### Wire density map

The die is cut into 17 by 17 equal tiles; black is low, pale yellow is high, scaled to the fullest tile. Values are wire area over tile area, all layers added.
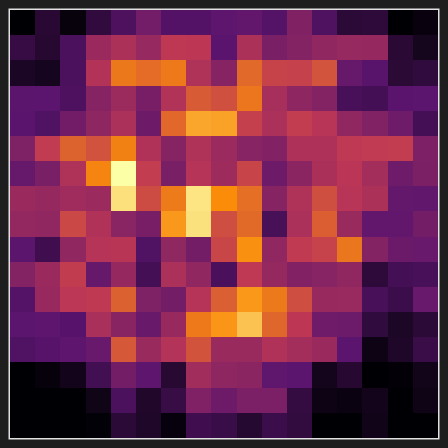
### Cell outlines without signal wires

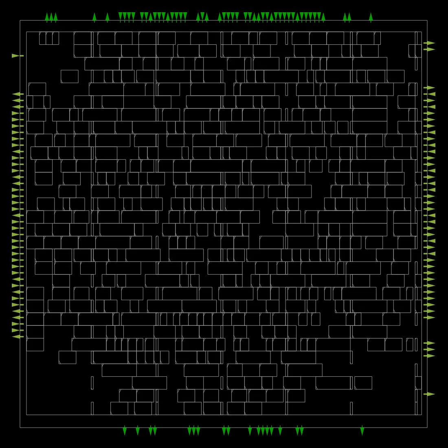
### Placed cells, one colour a class

Scale bar: 20 um. Fill, decap, tap and diode cells in grey.
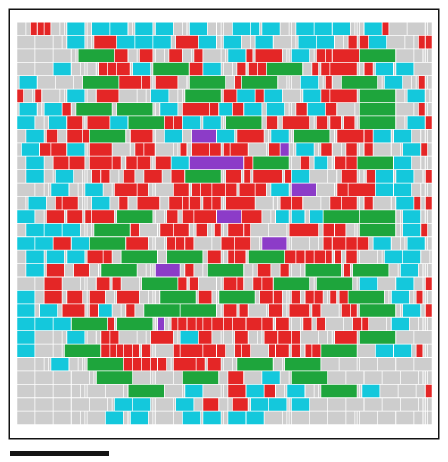
### Metal 1

Supply wires on this layer in grey.
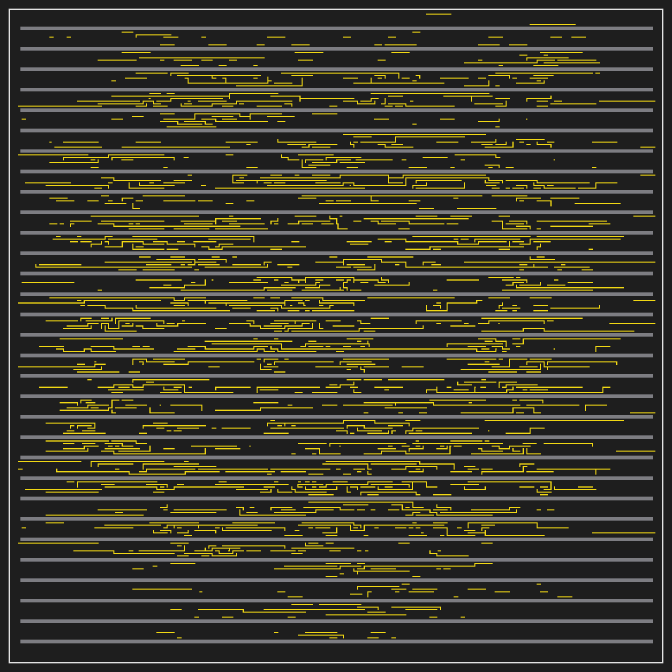
### src/rtl/instr_stream_encoder_pkg.sv
`default_nettype none
// ============================================================================
// Module      : instr_stream_encoder_pkg
// Description : Shared definitions for the instruction stream encoder.
//               - Internal instruction codes (addu .. jal).
//               - MIPS opcode and funct constants.
//               - Encoder FSM state type.
//               - Helper that identifies control-transfer codes.
// Revision    : 1.0 - initial release
// ============================================================================
package instr_stream_encoder_pkg;

    // Internal instruction codes shared with the decoder
    localparam logic [5:0] CODE_ADDU = 6'h01;
    localparam logic [5:0] CODE_SUBU = 6'h02;
    localparam logic [5:0] CODE_JR   = 6'h03;
    localparam logic [5:0] CODE_SLL  = 6'h04;
    localparam logic [5:0] CODE_ORI  = 6'h05;
    localparam logic [5:0] CODE_LW   = 6'h06;
    localparam logic [5:0] CODE_SW   = 6'h07;
    localparam logic [5:0] CODE_BEQ  = 6'h08;
    localparam logic [5:0] CODE_LUI  = 6'h09;
    localparam logic [5:0] CODE_JAL  = 6'h0A;

    // MIPS primary opcodes
    localparam logic [5:0] OP_SPECIAL = 6'b000000;
    localparam logic [5:0] OP_ORI     = 6'b001101;
    localparam logic [5:0] OP_LW      = 6'b100011;
    localparam logic [5:0] OP_SW      = 6'b101011;
    localparam logic [5:0] OP_BEQ     = 6'b000100;
    localparam logic [5:0] OP_LUI     = 6'b001111;
    localparam logic [5:0] OP_JAL     = 6'b000011;

    // MIPS funct codes for SPECIAL instructions
    localparam logic [5:0] FN_ADDU = 6'b100001;
    localparam logic [5:0] FN_SUBU = 6'b100011;
    localparam logic [5:0] FN_JR   = 6'b001000;
    localparam logic [5:0] FN_SLL  = 6'b000000;

    typedef enum logic [0:0] {
        ST_NORMAL = 1'b0,
        ST_PAD    = 1'b1
    } enc_state_e;

    // Instructions whose architectural delay slot gets a NOP when padding
    function automatic logic is_delay_slot_code(input logic [5:0] code);
        return (code == CODE_BEQ) || (code == CODE_JR) || (code == CODE_JAL);
    endfunction

endpackage
`default_nettype wire

### src/rtl/instr_field_packer.sv
`default_nettype none
// ============================================================================
// Module      : instr_field_packer
// Description : Combinational packer from internal instruction code plus
//               operand fields to a 32-bit MIPS machine word. Fields that
//               the selected format does not use are forced to zero.
// Ports       : i_code                internal instruction code
//               i_rs/i_rt/i_rd        register fields
//               i_shamt               shift amount
//               i_imm                 16-bit immediate
//               i_target              26-bit jump target
//               o_word                encoded machine word (0 if unsupported)
//               o_valid_code          1 when i_code is a supported instruction
// Revision    : 1.0 - initial release
// ============================================================================
module instr_field_packer
    import instr_stream_encoder_pkg::*;
(
    input  logic [5:0]  i_code,
    input  logic [4:0]  i_rs,
    input  logic [4:0]  i_rt,
    input  logic [4:0]  i_rd,
    input  logic [4:0]  i_shamt,
    input  logic [15:0] i_imm,
    input  logic [25:0] i_target,
    output logic [31:0] o_word,
    output logic        o_valid_code
);

    always_comb begin
        o_word       = 32'h0000_0000;
        o_valid_code = 1'b1;
        case (i_code)
            CODE_ADDU: o_word = {OP_SPECIAL, i_rs, i_rt, i_rd, 5'd0, FN_ADDU};
            CODE_SUBU: o_word = {OP_SPECIAL, i_rs, i_rt, i_rd, 5'd0, FN_SUBU};
            CODE_JR:   o_word = {OP_SPECIAL, i_rs, 15'd0, FN_JR};
            CODE_SLL:  o_word = {OP_SPECIAL, 5'd0, i_rt, i_rd, i_shamt, FN_SLL};
            CODE_ORI:  o_word = {OP_ORI, i_rs, i_rt, i_imm};
            CODE_LW:   o_word = {OP_LW, i_rs, i_rt, i_imm};
            CODE_SW:   o_word = {OP_SW, i_rs, i_rt, i_imm};
            CODE_BEQ:  o_word = {OP_BEQ, i_rs, i_rt, i_imm};
            CODE_LUI:  o_word = {OP_LUI, 5'd0, i_rt, i_imm};
            CODE_JAL:  o_word = {OP_JAL, i_target};
            default:   o_valid_code = 1'b0;
        endcase
    end

endmodule
`default_nettype wire

### src/rtl/instr_stream_encoder.sv
`default_nettype none
// ============================================================================
// Module      : instr_stream_encoder
// Description : Accepts one instruction per valid/ready handshake, encodes it
//               into a MIPS word and writes it to instruction memory at
//               consecutive word addresses starting at BASE_ADDR.
//               Optional feature macro: ENC_DELAY_SLOT_PAD_EN - after beq, jr
//               or jal a NOP is written automatically into the delay slot.
// Ports       : clk, reset            clock, synchronous active-high reset
//               start                 restart: pointer to 0, err cleared
//               in_valid / in_ready   request handshake
//               in_code, in_rs .. in_target   instruction code and fields
//               im_we/im_addr/im_wdata  registered IM write port
//               count                 words written since reset/start
//               full                  count == DEPTH
//               err                   sticky unsupported-code flag
// Revision    : 1.0 - initial release
// ============================================================================
module instr_stream_encoder
    import instr_stream_encoder_pkg::*;
#(
    parameter logic [31:0] BASE_ADDR = 32'h0000_3000,
    parameter int          DEPTH     = 1024,
    parameter int          CNT_W     = 11
) (
    input  logic             clk,
    input  logic             reset,
    input  logic             start,
    input  logic             in_valid,
    output logic             in_ready,
    input  logic [5:0]       in_code,
    input  logic [4:0]       in_rs,
    input  logic [4:0]       in_rt,
    input  logic [4:0]       in_rd,
    input  logic [4:0]       in_shamt,
    input  logic [15:0]      in_imm,
    input  logic [25:0]      in_target,
    output logic             im_we,
    output logic [31:0]      im_addr,
    output logic [31:0]      im_wdata,
    output logic [CNT_W-1:0] count,
    output logic             full,
    output logic             err
);

    localparam logic [CNT_W-1:0] c_DEPTH = CNT_W'(DEPTH);
    localparam logic [CNT_W-1:0] c_ONE   = CNT_W'(1);
`ifdef ENC_DELAY_SLOT_PAD_EN
    // Any accepted request may need a following pad word, so keep two slots free
    localparam logic [CNT_W-1:0] c_PAD_LIMIT = CNT_W'(DEPTH - 2);
`endif

    enc_state_e       r_state;
    enc_state_e       w_state_nxt;
    logic             r_we;
    logic [31:0]      r_addr;
    logic [31:0]      r_wdata;
    logic [CNT_W-1:0] r_count;
    logic             r_err;

    logic [31:0]      w_word;
    logic             w_valid_code;
    logic             w_room;
    logic             w_ready;
    logic             w_accept;
    logic [31:0]      w_addr_cur;

    instr_field_packer u_packer (
        .i_code       (in_code),
        .i_rs         (in_rs),
        .i_rt         (in_rt),
        .i_rd         (in_rd),
        .i_shamt      (in_shamt),
        .i_imm        (in_imm),
        .i_target     (in_target),
        .o_word       (w_word),
        .o_valid_code (w_valid_code)
    );

`ifdef ENC_DELAY_SLOT_PAD_EN
    assign w_room = (r_count <= c_PAD_LIMIT);
`else
    assign w_room = (r_count < c_DEPTH);
`endif

    // Ready deliberately ignores in_valid and the fields
    assign w_ready    = !reset && !start && (r_state == ST_NORMAL) && w_room;
    assign w_accept   = in_valid && w_ready;
    assign w_addr_cur = BASE_ADDR + (32'(r_count) << 2);

    // ------------------------------------------------------------------
    // FSM: state register
    // ------------------------------------------------------------------
    always_ff @(posedge clk) begin
        if (reset) begin
            r_state <= ST_NORMAL;
        end else begin
            r_state <= w_state_nxt;
        end
    end

    // ------------------------------------------------------------------
    // FSM: next state
    // ------------------------------------------------------------------
    always_comb begin
        w_state_nxt = r_state;
        case (r_state)
            ST_NORMAL: begin
`ifdef ENC_DELAY_SLOT_PAD_EN
                if (w_accept && w_valid_code && is_delay_slot_code(in_code)) begin
                    w_state_nxt = ST_PAD;
                end
`else
                w_state_nxt = ST_NORMAL;
`endif
            end
            ST_PAD:  w_state_nxt = ST_NORMAL;
            default: w_state_nxt = ST_NORMAL;
        endcase
        // A restart abandons any pending pad word
        if (start) begin
            w_state_nxt = ST_NORMAL;
        end
    end

    // ------------------------------------------------------------------
    // Write port, pointer and error flag
    // ------------------------------------------------------------------
    always_ff @(posedge clk) begin
        if (reset) begin
            r_we    <= 1'b0;
            r_addr  <= BASE_ADDR;
            r_wdata <= 32'h0000_0000;
            r_count <= '0;
            r_err   <= 1'b0;
        end else begin
            r_we <= 1'b0;
            if (start) begin
                r_addr  <= BASE_ADDR;
                r_count <= '0;
                r_err   <= 1'b0;
            end else if (r_state == ST_PAD) begin
                r_we    <= 1'b1;
                r_addr  <= w_addr_cur;
                r_wdata <= 32'h0000_0000;
                r_count <= r_count + c_ONE;
            end else if (w_accept) begin
                if (w_valid_code) begin
                    r_we    <= 1'b1;
                    r_addr  <= w_addr_cur;
                    r_wdata <= w_word;
                    r_count <= r_count + c_ONE;
                end else begin
                    // Unsupported code is consumed without a write
                    r_err <= 1'b1;
                end
            end
        end
    end

    assign in_ready = w_ready;
    assign im_we    = r_we;
    assign im_addr  = r_addr;
    assign im_wdata = r_wdata;
    assign count    = r_count;
    assign full     = (r_count == c_DEPTH);
    assign err      = r_err;

endmodule
`default_nettype wire

### config.mk
export PLATFORM = sky130hd
export DESIGN_NAME = instr_stream_encoder
export DESIGN_NICKNAME = d
export VERILOG_FILES = /design/src/rtl/instr_stream_encoder_pkg.sv /design/src/rtl/instr_field_packer.sv /design/src/rtl/instr_stream_encoder.sv
export SDC_FILE = /design/constraint.sdc
export NUM_CORES = 1
export LEC_CHECK = 0
export CORE_UTILIZATION = 45
export CTS_CLUSTER_DIAMETER = 40
export DETAILED_ROUTE_END_ITERATION = 8
export GPL_ROUTABILITY_DRIVEN = 0
export HOLD_SLACK_MARGIN = 0.06
export PLACE_DENSITY_LB_ADDON = 0.25
export SLEW_MARGIN = 20
export SYNTH_ARGS = -nofsm -noshare
export SYNTH_HDL_FRONTEND = slang
export SYNTH_SLANG_ARGS = --single-unit
export TNS_END_PERCENT = 10
### constraint.sdc
create_clock -name clk -period 4.4 [get_ports clk]
set_clock_uncertainty 0.1 [all_clocks]
set_input_delay 0.44 -clock clk [delete_from_list [all_inputs] [get_ports clk]]
set_output_delay 0.44 -clock clk [all_outputs]
set_load 0.01 [all_outputs]
==> results.json <==
{
  "detail_route.drc_violations": 0,
  "grt_total_ovfl": 0,
  "timing.reg2reg.worst_path_depth": 5,
  "grt.met2_usage_pct": 39.7,
  "ir_drop_v": 0.000115,
  "postSynthAreaPerCell_sq_um": 8.91,
  "regArea_sq_um": 1120,
  "placement.io_buffers": 130,
  "topCellsByArea": "sky130_fd_sc_hd__dfxtp_1 (35%), sky130_fd_sc_hd__a21oi_1 (5.9%), sky130_fd_sc_hd__a211oi_2 (5.4%)",
  "leakage_component_of_the_power_nw": 1.43,
  "async_reset_ff_share_pct": 0,
  "critPathMaxStageDelay_ns": 0.76,
  "holdPathStages": 2,
  "grt_pass1_vias": 3014,
  "enable_flop_cells": 0,
  "final-setup-viol-count": 0,
  "final-nonclk-buf-share_pct": 29.6,
  "cts_resized": 0,
  "yosysTopAreaCell": "sky130_fd_sc_hd__dfxtp_1",
  "dominant_kind_of_combinational_cell": "AND-OR/OR-AND gates",
  "worstReg2RegStart": "count[10]",
  "chain_of_cells_forming_the_critical_path": "clkdlybuf4s50_1 -> a21oi_1 -> o21a_1 -> buf_4 -> a21oi_1 -> a311oi_2",
  "yosys_warnings": 0,
  "slowest_stage": "sky130_fd_sc_hd__clkdlybuf4s50_1",
  "combAreaFraction_pct": 40.0,
  "largestClassByArea": "multi-input combinational cells",
  "post_route_cells_drive_above_1_share_pct": 10.6,
  "crit_required_ns": 4.51,
  "route.antenna.remaining_nets": 0,
  "synth-main-ff-cell": "sky130_fd_sc_hd__dfxtp_1",
  "htreeDepth": 2,
  "timing_max_transition_violations_final": 0,
  "layout.cells.most_common": "sky130_fd_sc_hd__clkdlybuf4s50_1",
  "final.signal_inverter_count": 8,
  "detailed_routing_iteration_count_for_the_pre_antenna_repair_pass": 4,
  "worstPathArrival_ns": 3.10,
  "critical_path.most_common_cell": "sky130_fd_sc_hd__a21oi_1",
  "global_route_hottest_layer": "met2",
  "clock_sink_count": 56,
  "status": "finished clean",
  "cts.reportedPaths.clkPinSlew_ns": 0.10,
  "period_used_pct": 67.9,
  "cts_setup_buffers": 0,
  "nets": 545,
  "die_width_um": 86.8,
  "buffers": 136,
  "grt_setup_unrepaired": "no",
  "antennaDiodeCount": 0,
  "power.total_w": 0.00103,
  "cts-buffers-inserted": 5,
  "end_kind": "register",
  "antenna_found_initial": 0,
  "rrSetupSlack_ns": 2.13,
  "clock_tree.root_cell": "sky130_fd_sc_hd__clkbuf_8",
  "synth-area-yosys_sq_um": 3230,
  "min_from": "im_addr[10]",
  "worst_slew_margin_rel_pct": 41.2,
  "tapcell.inserted": 96,
  "synthDistinctLibCells": 60,
  "post-synth-top-area-fraction_pct": 34.7,
  "ys_top_cells_by_count": "sky130_fd_sc_hd__dfxtp_1 (56), sky130_fd_sc_hd__a21oi_1 (38), sky130_fd_sc_hd__buf_4 (22), sky130_fd_sc_hd__nand2_1 (21), sky130_fd_sc_hd__o21ai_0 (20)",
  "cts.path.max_buffers": 2,
  "place_hpwl_um": 6550,
  "synth_adder_area_share_pct": 0.774,
  "initial_utilization_pct": 47.1,
  "global_route_wire_length_before_repair_um": 14500,
  "syn-instance-count": 363,
  "timing_hold_violations_final": 0,
  "avgViaCountPerCell": 5.68,
  "synth.cellmix.simpleShare_pct": 18.7,
  "synth_flop_count": 56,
  "max_slew.worst_pin.slew_ns": 0.882,
  "synthMostInstantiatedCell": "sky130_fd_sc_hd__dfxtp_1"
}
## Picture notes: 'Wire density map'
mean over tiles = 0.19
fullest tile = 0.56
tiles over half the peak = 20%
Total GRT Usage: 24.2%
total wire length after detailed routing: 9070 um
final routed wire length divided by cell count: 16.0 um
via total after detailed routing: 3,226

## Picture notes: 'Cell outlines without signal wires'
standard cell core area: 6870 sq um
number of sequential cells in the layout: 56

## Picture notes: 'Placed cells, one colour a class'
red -> remaining logic cells  # cells 272
cyan -> remaining buffers and delay cells  # cells 136
green -> sequential cells  # cells 56
purple -> clock drivers and dummy loads  # cells 8
register fraction of the total cell area: 24.7%
Layout Cell Area excl Fill: 4530 sq um
fin util: 66.0%
number of placement rows: 30

## Picture notes: 'Metal 1'
share of all routed wire = 43%
wire length on this layer = 3,890 um
met1 track utilization from global routing: 32.6%

[cells by family after synthesis]
group	Yosys count
multiplexers	2
adder cells (fa/ha/maj)	2
buffers and inverters	62
AND-OR/OR-AND	137
other	1
AND/OR/NAND/NOR	102
flip-flops	56
XOR/XNOR	1
[critical path, delay by kind of cell]
| kind | cells | cell delay, ns |
|---|---|---|
| AND-OR/OR-AND | 4 | 1.49 |
| buffers and inverters | 2 | 1.16 |
[worst max-delay path by stage]
stage | end | startpoint | slack [ns]
2_1_floorplan | im_wdata[19] | in_code[0] | 2.51
3_3_place_gp | im_wdata[20] | reset | 1.22
3_5_place_dp | im_wdata[20] | reset | 1.11
4_1_cts | im_wdata[20] | reset | 1.43
5_1_grt | im_wdata[18] | reset | 1.13
6_report | im_wdata[14] | in_code[2] | 1.41
[per-stage QoR]
step / worst slack, ns / cells / instance area [sq um] / hold slack [ns]
after floorplan: 2.51 / 382 / 3300 / 0.380
after global routing: 1.13 / 568 / 4530 / 0.391
after global placement: 1.22 / 560 / 4420 / 0.355
after CTS: 1.43 / 568 / 4530 / 0.368
final: 1.41 / 568 / 4530 / 0.367
after detailed placement: 1.11 / 560 / 4420 / 0.355
[where the power goes]
part / total (W) / internal (W) / leakage [nW] / switching (W)
Combinational: 0.000183 / 0.0000891 / 0.923 / 0.0000934
Sequential: 0.000515 / 0.000511 / 0.452 / 0.00000311
Clock: 0.000334 / 0.000169 / 0.0552 / 0.000165
[routing by layer]
layer / share of wire (%) / wire length, um
met2: 49 / 4420
met5: 0 / 0
met4: 1.2 / 105
met1: 43 / 3890
met3: 7.2 / 652
[flip-flops by register name, indices dropped and copies added, names as in the netlist]
name	flops
im_wdata	31
im_addr	12
err	1
count	11
im_we	1
Power and IR drop assume default switching activity.
